==> images/final_congestion.png <==
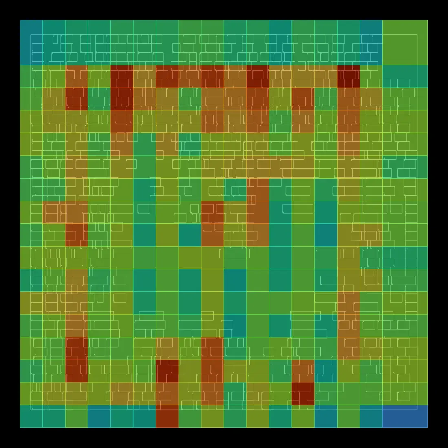
==> images/met4.png <==
Scale: 3 px per µm.
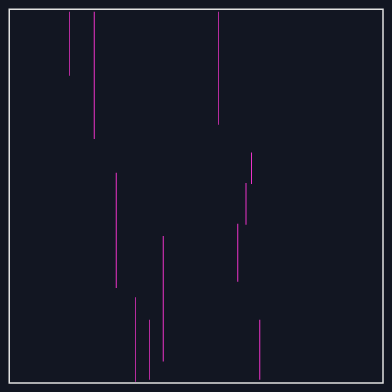
**src/rtl/mem_port_arbiter.sv**
```systemverilog
// mem_port_arbiter: shares one single-ported unified memory between the fetch
// port (I, read-only) and the memory-stage port (D, load/store). One
// transaction is outstanding at a time. D has fixed priority; a streak counter
// forces an I grant once STARVE_MAX consecutive D grants were made while I was
// waiting.
//
// Handshake: a requester raises req_i and holds it with stable fields until it
// sees gnt_o high for one cycle; the grant captures the fields, so the
// requester may change them from the next cycle on. The memory side holds
// mem_req_o and its fields stable until mem_gnt_i, then answers with one
// mem_rvalid_i pulse, which is passed straight through to the owner's
// rvalid_o/rdata_o in the same cycle.
//
// Build option: define MEM_ARB_TIMEOUT_EN to add a watchdog that ends a
// transaction with an error response after TIMEOUT_CYCLES in ISSUE+WAIT.
module mem_port_arbiter #(
    parameter int XLEN           = 32,
    parameter int STARVE_MAX     = 4,
    parameter int TIMEOUT_CYCLES = 64
) (
    input  logic            clk_i,
    input  logic            rstn_i,
    input  logic            i_req_i,
    input  logic [XLEN-1:0] i_addr_i,
    output logic            i_gnt_o,
    output logic            i_rvalid_o,
    output logic [XLEN-1:0] i_rdata_o,
    output logic            i_err_o,
    input  logic            d_req_i,
    input  logic            d_we_i,
    input  logic [3:0]      d_be_i,
    input  logic [XLEN-1:0] d_addr_i,
    input  logic [XLEN-1:0] d_wdata_i,
    output logic            d_gnt_o,
    output logic            d_rvalid_o,
    output logic [XLEN-1:0] d_rdata_o,
    output logic            d_err_o,
    output logic            mem_req_o,
    output logic            mem_we_o,
    output logic [3:0]      mem_be_o,
    output logic [XLEN-1:0] mem_addr_o,
    output logic [XLEN-1:0] mem_wdata_o,
    input  logic            mem_gnt_i,
    input  logic            mem_rvalid_i,
    input  logic [XLEN-1:0] mem_rdata_i
);

    typedef enum logic [1:0] {
        ST_IDLE  = 2'd0,
        ST_ISSUE = 2'd1,
        ST_WAIT  = 2'd2
    } state_e;

    localparam logic [3:0] STREAK_LIMIT = 4'(STARVE_MAX);

    state_e          state_q, state_d;
    logic [3:0]      streak_q, streak_d;
    logic            owner_is_d_q, owner_is_d_d;
    logic            we_q, we_d;
    logic [3:0]      be_q, be_d;
    logic [XLEN-1:0] addr_q, addr_d;
    logic [XLEN-1:0] wdata_q, wdata_d;

    logic            timeout_hit;
    logic            arb_en;
    logic            rsp_valid;
    logic            rsp_err;
    logic            i_gnt;
    logic            d_gnt;
    logic [XLEN-1:0] rsp_data;

    // State, streak and captured request fields; reset abandons any transaction.
    always_ff @(posedge clk_i) begin
        if (!rstn_i) begin
            state_q      <= ST_IDLE;
            streak_q     <= 4'd0;
            owner_is_d_q <= 1'b0;
            we_q         <= 1'b0;
            be_q         <= 4'd0;
            addr_q       <= '0;
            wdata_q      <= '0;
        end else begin
            state_q      <= state_d;
            streak_q     <= streak_d;
            owner_is_d_q <= owner_is_d_d;
            we_q         <= we_d;
            be_q         <= be_d;
            addr_q       <= addr_d;
            wdata_q      <= wdata_d;
        end
    end

    // Next state, response generation and arbitration (IDLE or the WAIT ack cycle).
    always_comb begin
        state_d      = state_q;
        streak_d     = streak_q;
        owner_is_d_d = owner_is_d_q;
        we_d         = we_q;
        be_d         = be_q;
        addr_d       = addr_q;
        wdata_d      = wdata_q;
        arb_en       = 1'b0;
        rsp_valid    = 1'b0;
        rsp_err      = 1'b0;
        i_gnt        = 1'b0;
        d_gnt        = 1'b0;

        case (state_q)
            ST_IDLE: begin
                arb_en = 1'b1;
            end
            ST_ISSUE: begin
                // mem_rvalid_i is deliberately ignored here: nothing is in flight yet.
                if (timeout_hit) begin
                    rsp_valid = 1'b1;
                    rsp_err   = 1'b1;
                    state_d   = ST_IDLE;
                end else if (mem_gnt_i) begin
                    state_d = ST_WAIT;
                end
            end
            ST_WAIT: begin
                if (mem_rvalid_i) begin
                    rsp_valid = 1'b1;
                    state_d   = ST_IDLE;
                    arb_en    = 1'b1;
                end else if (timeout_hit) begin
                    rsp_valid = 1'b1;
                    rsp_err   = 1'b1;
                    state_d   = ST_IDLE;
                end
            end
            default: begin
                state_d = ST_IDLE;
            end
        endcase

        if (arb_en && rstn_i) begin
            if (d_req_i && !(i_req_i && (streak_q == STREAK_LIMIT))) begin
                d_gnt        = 1'b1;
                state_d      = ST_ISSUE;
                owner_is_d_d = 1'b1;
                we_d         = d_we_i;
                be_d         = d_be_i;
                addr_d       = d_addr_i;
                wdata_d      = d_wdata_i;
                if (!i_req_i) begin
                    streak_d = 4'd0;
                end else if (streak_q != STREAK_LIMIT) begin
                    streak_d = streak_q + 4'd1;
                end
            end else if (i_req_i) begin
                i_gnt        = 1'b1;
                state_d      = ST_ISSUE;
                owner_is_d_d = 1'b0;
                we_d         = 1'b0;
                be_d         = 4'hF;
                addr_d       = i_addr_i;
                wdata_d      = '0;
                streak_d     = 4'd0;
            end
        end
    end

`ifdef MEM_ARB_TIMEOUT_EN
    localparam int              TW        = $clog2(TIMEOUT_CYCLES + 1);
    localparam logic [TW-1:0]   TMO_LIMIT = TW'(TIMEOUT_CYCLES);

    logic [TW-1:0] tmo_q, tmo_d;

    // Watchdog count: restarts on each entry to ISSUE, saturates at the limit.
    always_comb begin
        tmo_d = tmo_q;
        if ((state_d == ST_ISSUE) && (state_q != ST_ISSUE)) begin
            tmo_d = '0;
        end else if ((state_q != ST_IDLE) && (tmo_q != TMO_LIMIT)) begin
            tmo_d = tmo_q + TW'(1);
        end
    end

    // Watchdog counter register.
    always_ff @(posedge clk_i) begin
        if (!rstn_i) begin
            tmo_q <= '0;
        end else begin
            tmo_q <= tmo_d;
        end
    end

    assign timeout_hit = (state_q != ST_IDLE) && (tmo_q == TMO_LIMIT);
`else
    // No watchdog in this build: the limit has no effect and the flag stays low.
    assign timeout_hit = (TIMEOUT_CYCLES < 0);
`endif

    assign rsp_data    = rsp_err ? '0 : mem_rdata_i;

    assign i_gnt_o     = i_gnt;
    assign d_gnt_o     = d_gnt;

    assign i_rvalid_o  = rsp_valid & ~owner_is_d_q;
    assign i_rdata_o   = i_rvalid_o ? rsp_data : '0;
    assign i_err_o     = i_rvalid_o & rsp_err;

    assign d_rvalid_o  = rsp_valid & owner_is_d_q;
    assign d_rdata_o   = d_rvalid_o ? rsp_data : '0;
    assign d_err_o     = d_rvalid_o & rsp_err;

    assign mem_req_o   = (state_q == ST_ISSUE);
    assign mem_we_o    = we_q;
    assign mem_be_o    = be_q;
    assign mem_addr_o  = addr_q;
    assign mem_wdata_o = wdata_q;

endmodule

```
**config.mk**
```make
export PLATFORM = sky130hd
export DESIGN_NAME = mem_port_arbiter
export DESIGN_NICKNAME = d
export VERILOG_FILES = /design/src/rtl/mem_port_arbiter.sv
export SDC_FILE = /design/constraint.sdc
export NUM_CORES = 1
export LEC_CHECK = 0
export ABC_CLOCK_PERIOD_IN_PS = 2600
export CAP_MARGIN = 0
export CELL_PAD_IN_SITES_DETAIL_PLACEMENT = 1
export CELL_PAD_IN_SITES_GLOBAL_PLACEMENT = 1
export CORE_MARGIN = 3
export CORE_UTILIZATION = 24
export CTS_CLUSTER_DIAMETER = 150
export DETAILED_ROUTE_END_ITERATION = 8
export GPL_ROUTABILITY_DRIVEN = 1
export PLACE_DENSITY = 0.95
export SLEW_MARGIN = 40
export SYNTH_ARGS = -nofsm -noshare
export SYNTH_HDL_FRONTEND = slang
export SYNTH_SLANG_ARGS = --single-unit
export TNS_END_PERCENT = 30
```
**constraint.sdc**
```tcl
create_clock -name clk_i -period 2.6 [get_ports clk_i]
set_input_delay 0.52 -clock clk_i [delete_from_list [all_inputs] [get_ports clk_i]]
set_output_delay 0.52 -clock clk_i [all_outputs]
set_load 0.005 [all_outputs]
```
==> out/results.tsv <==
stage	metric	value	unit
status	status	complete, but fails checks	
status	failing checks	negative setup slack	
worst_hold_path	Min-Delay Path Depth	1	
cts	post-cts sizing count	66	
global_routing	GRT Total Usage	17.8	%
yosys	Post-Syn Area	3350	µm²
cells_and_area	Post-Layout Cell Count	803	
sta	Tightest Pin Transition	568	ps
cts	clk root buf	clkbuf_16	
yosys	XOR/XNOR Fraction of Synth Area	0.262	%
placed_design	Post-Place Cell Area	6330	µm²
sta	Hold WS	473	ps
worst_hold_path	Worst Hold End	mem_wdata_o[5]	
yosys	cell taking the most area after synthesis	dfxtp_1	
critical_path	Arr. time, crit path	2220	ps
cells_and_area	diode count	0	
power_and_ir_drop	Psw	769	µW
worst_hold_path	Min-Delay Path Class	register to register	
critical_path	CP Max Fanout	15	
cells_and_area	Buffers excl. clock	295	
sta	final setup vio count	2	
cells_and_area	most instantiated logic cells after routing	212 x clkdlybuf4s50_1, 76 x dfxtp_1, 65 x and2_1	
cts	Worst-path clk slew	60	ps
cells_and_area	Comb area share	24.9	%
yosys	Cell Type Count	32	
cells_and_area	clock buf count	11	
yosys	Post-synth top cells	76 x dfxtp_1, 67 x and2_1, 34 x nand3_1	
yosys	Yosys top cell by instances	dfxtp_1	
yosys	ao+oa area frac	16.4	%
sta	post-route worst setup slack	-140	ps
power_and_ir_drop	Clock Power	1450	µW
power_and_ir_drop	Pleak	0.00302	µW
run	max-cap violations	0	
power_and_ir_drop	Sequential Power Share	38.3	%
yosys	Basic Gates by Area	21.0	%
floorplan	I/O Pins	279	
placed_design	pre-CTS setup slack	-153	ps
cells_and_area	final cell area excluding filler cells	6710	µm²
floorplan	Die H	124	µm
About final_congestion.png:
utilization after layout: 49.9%
WL per Instance: 18.2 µm
GR Util met1: 19.3%
met3 usage: 7.40%

About met4.png:
longest straight run: 42.2 µm
share of all routed wire: 2.0%
nets with wire on the layer: 8
wire length on this layer: 290 µm
main direction: vertical

Power and IR drop assume default switching activity.
